**src/rtl/truth_table_sweeper.sv**
```systemverilog
// Exhaustive truth-table sweeper: walks every N_IN-bit input vector through a
// combinational DUT, holds each for HOLD_CYCLES clocks, and tallies mismatches.
module truth_table_sweeper #(
    parameter int                       N_IN        = 4,
    parameter logic [(2**N_IN)-1:0]     EXP_TABLE   = 16'h4644,
    parameter int                       HOLD_CYCLES = 2
) (
    input  logic            clk,
    input  logic            rst,
    input  logic            start,
    input  logic            dut_out,
    output logic [N_IN-1:0] vec_out,
    output logic            busy,
    output logic            done,
    output logic            pass,
    output logic [N_IN:0]   err_count,
    output logic [N_IN-1:0] first_err_vec,
    output logic            first_err_vld
);

    localparam int              HW        = (HOLD_CYCLES > 1) ? $clog2(HOLD_CYCLES) : 1;
    localparam logic [HW-1:0]   HOLD_LAST = HW'(HOLD_CYCLES - 1);
    localparam logic [N_IN-1:0] VEC_LAST  = '1;

    typedef enum logic [1:0] {
        IDLE  = 2'd0,
        APPLY = 2'd1,
        DONE  = 2'd2
    } state_t;

    state_t          state_q, state_d;
    logic [HW-1:0]   hold_cnt_q, hold_cnt_d;
    logic [N_IN-1:0] vec_out_q, vec_out_d;
    logic            busy_q, busy_d;
    logic            done_q, done_d;
    logic [N_IN:0]   err_count_q, err_count_d;
    logic [N_IN-1:0] first_err_vec_q, first_err_vec_d;
    logic            first_err_vld_q, first_err_vld_d;
    logic            mismatch;

    assign mismatch = (dut_out != EXP_TABLE[vec_out_q]);

    always_comb begin
        state_d         = state_q;
        hold_cnt_d      = hold_cnt_q;
        vec_out_d       = vec_out_q;
        busy_d          = busy_q;
        done_d          = done_q;
        err_count_d     = err_count_q;
        first_err_vec_d = first_err_vec_q;
        first_err_vld_d = first_err_vld_q;

        case (state_q)
            IDLE, DONE: begin
                if (start) begin
                    state_d         = APPLY;
                    hold_cnt_d      = '0;
                    vec_out_d       = '0;
                    busy_d          = 1'b1;
                    done_d          = 1'b0;
                    err_count_d     = '0;
                    first_err_vec_d = '0;
                    first_err_vld_d = 1'b0;
                end
            end
            APPLY: begin
                if (hold_cnt_q != HOLD_LAST) begin
                    hold_cnt_d = hold_cnt_q + HW'(1);
                end else begin
                    // Sample edge: the compare, the tally and the DONE decision
                    // all happen together so a last-vector failure is counted before done.
                    if (mismatch) begin
                        err_count_d = err_count_q + (N_IN+1)'(1);
                        if (!first_err_vld_q) begin
                            first_err_vec_d = vec_out_q;
                            first_err_vld_d = 1'b1;
                        end
                    end
                    if (vec_out_q == VEC_LAST) begin
                        state_d = DONE;
                        busy_d  = 1'b0;
                        done_d  = 1'b1;
                    end else begin
                        vec_out_d  = vec_out_q + N_IN'(1);
                        hold_cnt_d = '0;
                    end
                end
            end
            default: begin
                state_d = IDLE;
                busy_d  = 1'b0;
                done_d  = 1'b0;
            end
        endcase
    end

    always_ff @(posedge clk) begin
        if (rst) begin
            state_q         <= IDLE;
            hold_cnt_q      <= '0;
            vec_out_q       <= '0;
            busy_q          <= 1'b0;
            done_q          <= 1'b0;
            err_count_q     <= '0;
            first_err_vec_q <= '0;
            first_err_vld_q <= 1'b0;
        end else begin
            state_q         <= state_d;
            hold_cnt_q      <= hold_cnt_d;
            vec_out_q       <= vec_out_d;
            busy_q          <= busy_d;
            done_q          <= done_d;
            err_count_q     <= err_count_d;
            first_err_vec_q <= first_err_vec_d;
            first_err_vld_q <= first_err_vld_d;
        end
    end

    assign vec_out       = vec_out_q;
    assign busy          = busy_q;
    assign done          = done_q;
    assign err_count     = err_count_q;
    assign first_err_vec = first_err_vec_q;
    assign first_err_vld = first_err_vld_q;
    assign pass          = done_q && (err_count_q == '0);

endmodule

```
**config.mk**
```make
export PLATFORM = sky130hd
export DESIGN_NAME = truth_table_sweeper
export DESIGN_NICKNAME = d
export VERILOG_FILES = /design/src/rtl/truth_table_sweeper.sv
export SDC_FILE = /design/constraint.sdc
export NUM_CORES = 1
export LEC_CHECK = 0
export ABC_CLOCK_PERIOD_IN_PS = 4000
export CORE_MARGIN = 2
export CORE_UTILIZATION = 55
export CTS_BUF_LIST = sky130_fd_sc_hd__clkbuf_2 sky130_fd_sc_hd__clkbuf_4 sky130_fd_sc_hd__clkbuf_8
export CTS_CLUSTER_DIAMETER = 150
export DETAILED_ROUTE_END_ITERATION = 8
export PLACE_DENSITY = 0.86
export SLEW_MARGIN = 20
export SYNTH_ARGS = -nofsm -noshare
export SYNTH_HDL_FRONTEND = slang
export SYNTH_SLANG_ARGS = --single-unit
```
**constraint.sdc**
```tcl
create_clock -name clk -period 4 [get_ports clk]
set_input_delay 0.4 -clock clk [delete_from_list [all_inputs] [get_ports clk]]
set_output_delay 0.4 -clock clk [all_outputs]
set_load 0.01 [all_outputs]
```
Figure 1. I/O nets highlighted.
The bar under the picture is 10 um long.
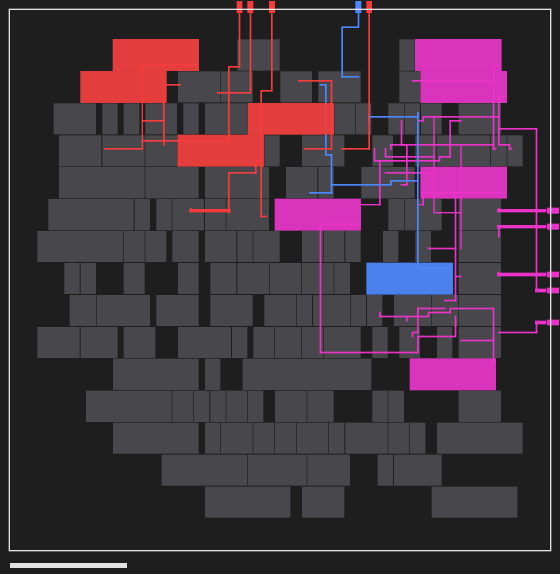
Key: first_err_vec = red [bits 4, direction output, edge north, end cells 4, buffers 4, wire 106 um]; err_count = magenta [bits 5, direction output, edge east, end cells 5, buffers 5, wire 198 um]; first_err_vld = blue [bits 1, direction output, edge north, end cells 1, buffers 1, wire 48.7 um]
port bufs: 20
I/O pin cnt: 21

Figure 2. Wiring by layer.
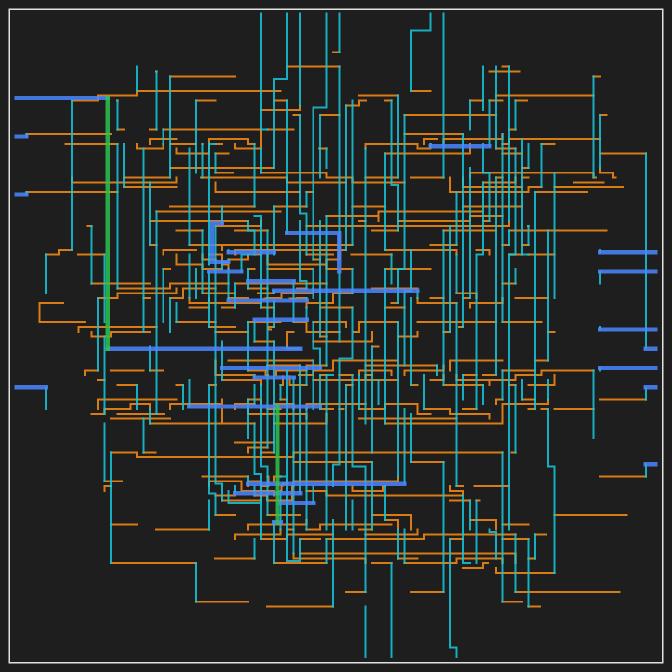
Key: M3 = blue [wire length 121 um]; M2 = cyan [wire length 1040 um]; M4 = green [wire length 25.8 um]; M1 = orange [wire length 943 um]
Total Wirelength: 2.13 mm
average wire per standard cell: 14.0 um
total track usage: 22.2%
via count: 929

==> flow_summary_export.csv <==
group,metric,value,unit
final_timing,fin_crit_sh,52.4,%
final_timing,worst_pin_slew,773,ps
floorplanning,fp_util,57.4,%
global_routing,grt_max_degree,24,
final_timing,fin_skew,10.1,ps
setup_path,cp_num_buf_inv,2,
power_and_ir_drop,seq_power_share,50.7,%
synthesis,ys_sh_adder,5.16,%
synthesis,ys_sh_simple,27.9,%
layout,logic_area,524,um2
placement,dp_hpwl,1.50,mm
synthesis,syn_inst,115,
synthesis,synth-edff-count,0,
setup_path,startpoint_type,"register",
synthesis,async_flop_share,0,%
layout,comb_cells,87,
layout,num-nonclk-buffers,20,
power_and_ir_drop,powerComb,0.0388,mW
synthesis,syn_area,970,um2
power_and_ir_drop,power.leakage,0.455,nW
status,outcome,"finished, final reports clean",
drt,drtAntennaViolNets,0,
layout,finalNonFillerCells,152,
clocking,clkTransAtPathRegs,120,ps
power_and_ir_drop,total_power,0.409,mW
power_and_ir_drop,sw_frac_of_total,21.9,%
layout,clock_area_share,4.33,%
placement,pre_cts_ws,1650,ps
synthesis,yosys_cells,115,
layout,seq_share,33.0,%
Figure 3. Cells colored by class.
Fill, decap, tap and diode cells in gray.
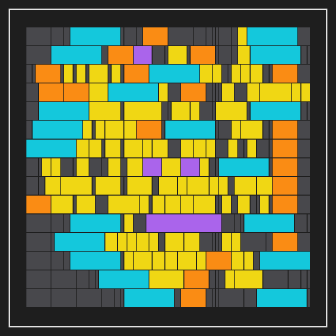
Key: remaining buffers and delay cells = orange [cells 20, share of their area 17%]; clock drivers and dummy loads = purple [cells 4, share of their area 4.4%]; remaining logic cells = yellow [cells 91, share of their area 45%]; registers = cyan [cells 20, share of their area 34%]

